<file path="src/rtl/lut_config_loader_pkg.sv">
// Shared constants, FSM state encoding and the frame parity helper for the LUT configuration loader.
package lut_cfg_pkg;

    localparam int LUT_BITS = 16;
    localparam int ADDR_W   = 4;
    localparam int CNT_W    = ADDR_W + 1;

    typedef enum logic [2:0] {
        IDLE   = 3'd0,
        SHIFT  = 3'd1,
        PARITY = 3'd2,
        WRITE  = 3'd3,
        DONE   = 3'd4
    } state_t;

    // Even parity: the frame bits XOR the parity bit must be zero.
    function automatic logic parity_ok(input logic [LUT_BITS-1:0] frame, input logic par);
        return ~((^frame) ^ par);
    endfunction

endpackage

</file>
<file path="src/rtl/lut_config_loader_if.sv">
// Serial configuration handshake: start pulse plus a valid/ready bit stream.
interface lut_config_loader_if;

    logic i_start;
    logic i_ser_data;
    logic i_ser_valid;
    logic o_ser_ready;

    modport master (
        output i_start,
        output i_ser_data,
        output i_ser_valid,
        input  o_ser_ready
    );

    modport slave (
        input  i_start,
        input  i_ser_data,
        input  i_ser_valid,
        output o_ser_ready
    );

endinterface

</file>
<file path="src/rtl/lut_config_loader.sv">
// Shifts a 16-bit truth table in serially, then bursts it into the LUT one entry per cycle.
// Optional frame parity check is enabled by defining LUT_CFG_PARITY_EN.
module lut_config_loader
    import lut_cfg_pkg::*;
#(
    parameter int LSB_FIRST = 1
) (
    input  logic              clk,
    input  logic              rst_n,
    lut_config_loader_if.slave ser,
    output logic [ADDR_W-1:0] o_addr_load_data,
    output logic              o_Data,
    output logic              o_config_enable,
    output logic              o_busy,
    output logic              o_done,
    output logic              o_error
);

    localparam logic [CNT_W-1:0] CNT_LAST = CNT_W'(LUT_BITS - 1);
    localparam logic [CNT_W-1:0] CNT_TERM = CNT_W'(LUT_BITS);

    state_t                state_q,  state_d;
    logic [CNT_W-1:0]      cnt_q,    cnt_d;
    logic [LUT_BITS-1:0]   shadow_q, shadow_d;
    logic                  ready_q,  ready_d;
    logic [ADDR_W-1:0]     addr_q,   addr_d;
    logic                  data_q,   data_d;
    logic                  cfg_en_q, cfg_en_d;
    logic                  busy_q,   busy_d;
    logic                  done_q,   done_d;
    logic                  error_q,  error_d;

    logic                  accept_s;
    logic [ADDR_W-1:0]     idx_s;

    // ready_q is only ever high in SHIFT/PARITY, so it already gates acceptance by state.
    assign accept_s = ser.i_ser_valid & ready_q;
    // LUT_BITS == 2**ADDR_W, so 15-k is the bitwise inverse of k.
    assign idx_s    = (LSB_FIRST != 0) ? cnt_q[ADDR_W-1:0] : ~cnt_q[ADDR_W-1:0];

    // Next-state and next-output logic; all outputs are registered from these.
    always_comb begin
        state_d  = state_q;
        cnt_d    = cnt_q;
        shadow_d = shadow_q;
        addr_d   = {ADDR_W{1'b0}};
        data_d   = 1'b0;
        cfg_en_d = 1'b0;
        done_d   = 1'b0;
        error_d  = error_q;

        case (state_q)
            IDLE: begin
                if (ser.i_start) begin
                    state_d = SHIFT;
                    cnt_d   = {CNT_W{1'b0}};
                    error_d = 1'b0;
                end else begin
                    state_d = IDLE;
                end
            end
            SHIFT: begin
                if (accept_s) begin
                    shadow_d[idx_s] = ser.i_ser_data;
                    if (cnt_q == CNT_LAST) begin
                        cnt_d = {CNT_W{1'b0}};
`ifdef LUT_CFG_PARITY_EN
                        state_d = PARITY;
`else
                        state_d = WRITE;
`endif
                    end else begin
                        cnt_d = cnt_q + CNT_W'(1);
                    end
                end else begin
                    state_d = SHIFT;
                end
            end
`ifdef LUT_CFG_PARITY_EN
            PARITY: begin
                if (accept_s) begin
                    if (parity_ok(shadow_q, ser.i_ser_data)) begin
                        state_d = WRITE;
                    end else begin
                        state_d = IDLE;
                        error_d = 1'b1;
                    end
                end else begin
                    state_d = PARITY;
                end
            end
`endif
            // Outputs lag the counter by one edge, so enable rises the cycle after entry.
            WRITE: begin
                if (cnt_q == CNT_TERM) begin
                    state_d = DONE;
                    done_d  = 1'b1;
                    cnt_d   = {CNT_W{1'b0}};
                end else begin
                    cfg_en_d = 1'b1;
                    addr_d   = cnt_q[ADDR_W-1:0];
                    data_d   = shadow_q[cnt_q[ADDR_W-1:0]];
                    cnt_d    = cnt_q + CNT_W'(1);
                end
            end
            DONE: begin
                state_d = IDLE;
            end
            default: begin
                state_d = IDLE;
                cnt_d   = {CNT_W{1'b0}};
            end
        endcase

        ready_d = (state_d == SHIFT) || (state_d == PARITY);
        busy_d  = (state_d != IDLE);
    end

    // State, datapath and output registers with asynchronous clear.
    always_ff @(posedge clk or negedge rst_n) begin
        if (!rst_n) begin
            state_q  <= IDLE;
            cnt_q    <= {CNT_W{1'b0}};
            shadow_q <= {LUT_BITS{1'b0}};
            ready_q  <= 1'b0;
            addr_q   <= {ADDR_W{1'b0}};
            data_q   <= 1'b0;
            cfg_en_q <= 1'b0;
            busy_q   <= 1'b0;
            done_q   <= 1'b0;
            error_q  <= 1'b0;
        end else begin
            state_q  <= state_d;
            cnt_q    <= cnt_d;
            shadow_q <= shadow_d;
            ready_q  <= ready_d;
            addr_q   <= addr_d;
            data_q   <= data_d;
            cfg_en_q <= cfg_en_d;
            busy_q   <= busy_d;
            done_q   <= done_d;
            error_q  <= error_d;
        end
    end

    assign ser.o_ser_ready  = ready_q;
    assign o_addr_load_data = addr_q;
    assign o_Data           = data_q;
    assign o_config_enable  = cfg_en_q;
    assign o_busy           = busy_q;
    assign o_done           = done_q;
    assign o_error          = error_q;

endmodule
</file>
<file path="src/flat_wrapper.sv">
// flat-port wrapper written by rule: the top's interface ports become plain ports
module lut_config_loader_flat import lut_cfg_pkg::*;
#(
    parameter int LSB_FIRST = 1
)
  (clk, rst_n, o_addr_load_data, o_Data, o_config_enable, o_busy, o_done, o_error, ser_i_start, ser_i_ser_data, ser_i_ser_valid, ser_o_ser_ready);
  lut_config_loader_if ser_i ();
  input  logic clk;
  input  logic rst_n;
  output logic [ADDR_W-1:0] o_addr_load_data;
  output logic o_Data;
  output logic o_config_enable;
  output logic o_busy;
  output logic o_done;
  output logic o_error;
  input wire logic [$bits(ser_i.i_start)-1:0] ser_i_start;
  input wire logic [$bits(ser_i.i_ser_data)-1:0] ser_i_ser_data;
  input wire logic [$bits(ser_i.i_ser_valid)-1:0] ser_i_ser_valid;
  output wire logic [$bits(ser_i.o_ser_ready)-1:0] ser_o_ser_ready;
  assign ser_i.i_start = ser_i_start;
  assign ser_i.i_ser_data = ser_i_ser_data;
  assign ser_i.i_ser_valid = ser_i_ser_valid;
  assign ser_o_ser_ready = ser_i.o_ser_ready;
  lut_config_loader #(.LSB_FIRST(LSB_FIRST)) u_core (.clk(clk), .rst_n(rst_n), .ser(ser_i), .o_addr_load_data(o_addr_load_data), .o_Data(o_Data), .o_config_enable(o_config_enable), .o_busy(o_busy), .o_done(o_done), .o_error(o_error));
endmodule
</file>
<file path="config.mk">
export PLATFORM = sky130hd
export DESIGN_NAME = lut_config_loader_flat
export DESIGN_NICKNAME = d
export VERILOG_FILES = /design/src/rtl/lut_config_loader_pkg.sv /design/src/rtl/lut_config_loader_if.sv /design/src/rtl/lut_config_loader.sv /design/src/flat_wrapper.sv
export SDC_FILE = /design/constraint.sdc
export NUM_CORES = 1
export LEC_CHECK = 0
export CORE_MARGIN = 4
export CORE_UTILIZATION = 51
export CTS_BUF_LIST = sky130_fd_sc_hd__clkbuf_8 sky130_fd_sc_hd__clkbuf_16
export DETAILED_ROUTE_END_ITERATION = 8
export PLACE_DENSITY = 0.75
export SETUP_SLACK_MARGIN = 0.3
export SYNTH_ARGS = -nofsm -noshare
export SYNTH_HDL_FRONTEND = slang
export SYNTH_SLANG_ARGS = --single-unit
export TNS_END_PERCENT = 50
</file>
<file path="constraint.sdc">
create_clock -name clk -period 1.8 [get_ports clk]
set_input_delay 0.54 -clock clk [delete_from_list [all_inputs] [get_ports clk]]
set_output_delay 0.54 -clock clk [all_outputs]
set_load 0.03 [all_outputs]
</file>
Met1 routing:
Bar = 20 um. Supply wires on this layer in grey.
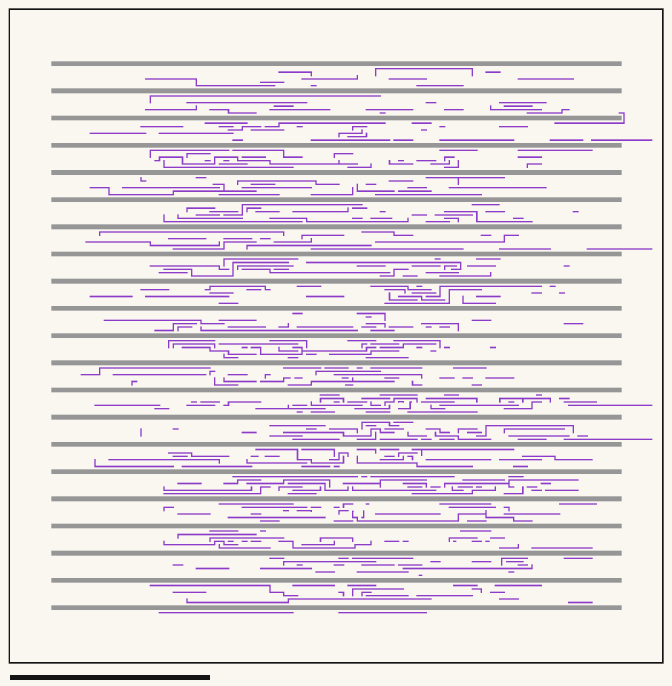
main direction: horizontal
nets with wire on the layer: 174
wire length on this layer: 1850 um
share of all routed wire: 41%

Met2 routing:
Cells faint in the background.
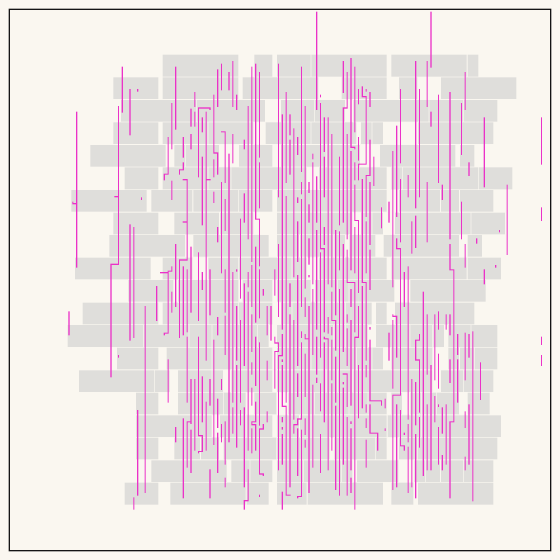
longest straight run: 34.7 um
wire length on this layer: 2170 um
share of all routed wire: 48%
routed via count: 1338
post-detailed-routing wire length: 4553 um
met2 Track Usage GR: 32.24%

==> out/highlights.md <==
### Synthesis
* Mapped Area: 1669 um2
* Synth Seq Share: 49.48%
* Syn Inst Count: 147
* area figure in the yosys stat output: 1669 um2
* Post-Synth Simple-Gate Area: 15.82%
* synthesis warning total: 0
* number of standard cells reported by yosys: 147
* adder share: 4.498%

### Setup path
* crit end category: flop
* Critical path destination: u_core.cnt_q[0]$_DFFE_PN0P_
* Setup CP Type: reg2reg
* start point of the critical path: u_core.cnt_q[0]$_DFFE_PN0P_
* Startpoint Class: flop
* Max Fanout on Critical Path: 4

### CTS
* post-cts sizing count: 50
* Bufs on Longest Clock Path: 2
* number of buffers created by CTS: 5
* CTS H-tree lvls: 2
* Post-CTS Hold Fix Bufs: 0
* clock latency on the worst-skew pair: 0.29 ns

### Outcome
* status: complete, no violations

### Floorplanning
* standard-cell rows: 20
* full die area: 4252 um2
* chip height: 65.21 um
* number of placed I/O pins: 15
* Std-Cell Core Area: 3103 um2

### Timing
* ratio of final minimum period to clock period: 99.93%
* Final Worst Setup Slack: 0.001341 ns
* Fin Setup TNS: 0 ns
* highest clock rate: 556.0 MHz
* Tightest Pin Transition: 0.5581 ns
* Finish-stage setup viols: 0

### Global route
* antenna violations before repair: 0
* residual overflow from global routing: 0
* via count of the first global-routing pass: 1334

### Finish
* most common logic cells in the final layout: dfrtp_1, buf_4, mux2_4, nor2_4, inv_1
* area growth from synthesis to layout: 40.10%

### Routing
* remaining antenna violation count after routing: 0
* post-DR vias/cell: 5.894

### Placement
* number of placed cells counting well taps: 211
* count of buffers from port buffering: 13

### Min path
* Tightest Hold Check Type: reg2reg

Metal 3:
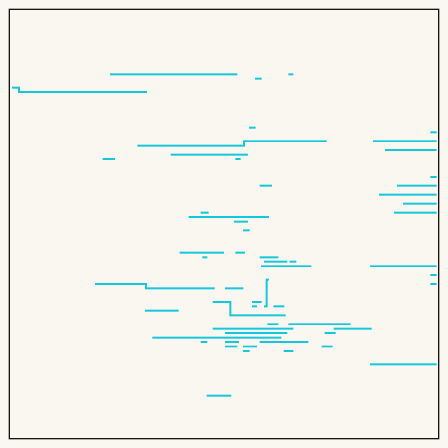
nets with wire on the layer: 39
main direction: horizontal
met3 global-route usage: 5.128%

Metal 4:
Bar = 20 um. Supply wires on this layer in grey.
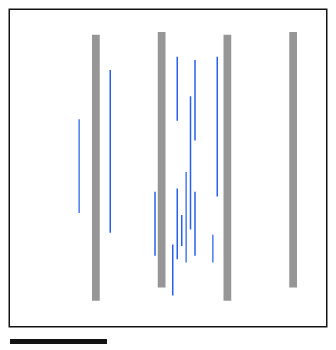
nets with wire on the layer: 11
wire length on this layer: 218 um
share of all routed wire: 4.8%
longest straight run: 33.3 um

-- worst min path at each step --
stage                                               start                               to  slack, ns  cells past startpoint
after detailed placement   u_core.shadow_q[2]$_DFFE_PN0P_   u_core.shadow_q[2]$_DFFE_PN0P_       0.49                      1
after global routing       u_core.shadow_q[2]$_DFFE_PN0P_   u_core.shadow_q[2]$_DFFE_PN0P_       0.52                      1
after global placement     u_core.shadow_q[3]$_DFFE_PN0P_   u_core.shadow_q[3]$_DFFE_PN0P_       0.47                      1
after floorplan                                     rst_n      u_core.cnt_q[0]$_DFFE_PN0P_       0.24                      0
final                      u_core.shadow_q[2]$_DFFE_PN0P_   u_core.shadow_q[2]$_DFFE_PN0P_       0.52                      1
after CTS                 u_core.shadow_q[11]$_DFFE_PN0P_  u_core.shadow_q[11]$_DFFE_PN0P_       0.51                      1
-- sequential cells by signal, indices dropped and copies added (netlist names) --
| signal | count |
|---|---|
| u_core.shadow_q | 16 |
| u_core.o_config_enable | 1 |
| u_core.o_busy | 1 |
| u_core.o_Data | 1 |
| u_core.o_addr_load_data | 4 |
| u_core.ser.o_ser_ready | 1 |
| u_core.o_done | 1 |
| u_core.state_q | 3 |
| u_core.cnt_q | 5 |
-- worst max-delay path, stage by stage (launching register included) --
cell and delay (ns):
dfrtp_1 0.41, ha_2 0.21, and3_4 0.20, ha_4 0.15
nor2b_4 0.12, a311o_1 0.31, nor2_2 0.17, mux2_2 0.18
-- where the power goes --
group | total (mW) | internal (mW) | switching [mW]
Combinational | 2.20 | 1.04 | 1.16
Sequential | 1.24 | 1.03 | 0.211
Clock | 0.540 | 0.262 | 0.278
-- routing by layer --
metal | part of all wire (%) | up-vias | track usage [%] | routed length [um]
li1 | - | 579 | - | -
met1 | 41 | 653 | 22.33 | 1853
met2 | 48 | 79 | 32.24 | 2170
met3 | 6.8 | 27 | 5.128 | 311
met4 | 4.8 | 0 | 11.14 | 217
met5 | 0 | - | 0 | 0
-- synth_stat cells --
cell type  instances  area [um2]
dfrtp_1           33       825.8
and2_4             1       8.760
o2111a_1           1       11.26
a31o_2             1       8.760
nand2b_1           3       18.77
o31ai_1            1       7.510
nor2_2             1       6.260
nand2_1            9       33.78
a21o_1             1       7.510
ha_1               6       75.07
mux2i_1            2       20.02
mux2_2            14       157.7
o21bai_1           1       7.510
nor2_4             1       11.26
nand3_1           11       55.05
buf_4              1       7.510
a22oi_1            1       7.510
nor2b_1            2       12.51
buf_2              3       15.01
and2_1             3       18.77
nor2_1            19       71.32
clkbuf_1           1       3.750
mux2_1             4       45.04
o2111ai_1          1       8.760
nand3b_1           1       7.510
a221oi_4           1       26.28
a311o_1            1       10.01
a31oi_1            1       6.260
a21oi_1            2       10.01
conb_1             1       3.750
a22o_1             3       26.28
and4b_4            1       13.76
and3_1             1       6.260
mux4_2             3       67.56
inv_1             10       37.54
a21oi_2            1       8.760
-- final cells by class --
class | count | area [um2]
Clock inverter | 3 | 13.76
Sequential cell | 33 | 829.5
Inverter | 10 | 41.29
Timing Repair Buffer | 33 | 282.8
Tap cell | 44 | 55.05
Clock buffer | 5 | 68.82
Multi-Input combinational cell | 99 | 1047
Fill cell | 194 | 764.5
Power figures rest on the tool's default switching activity, not on a simulated workload.
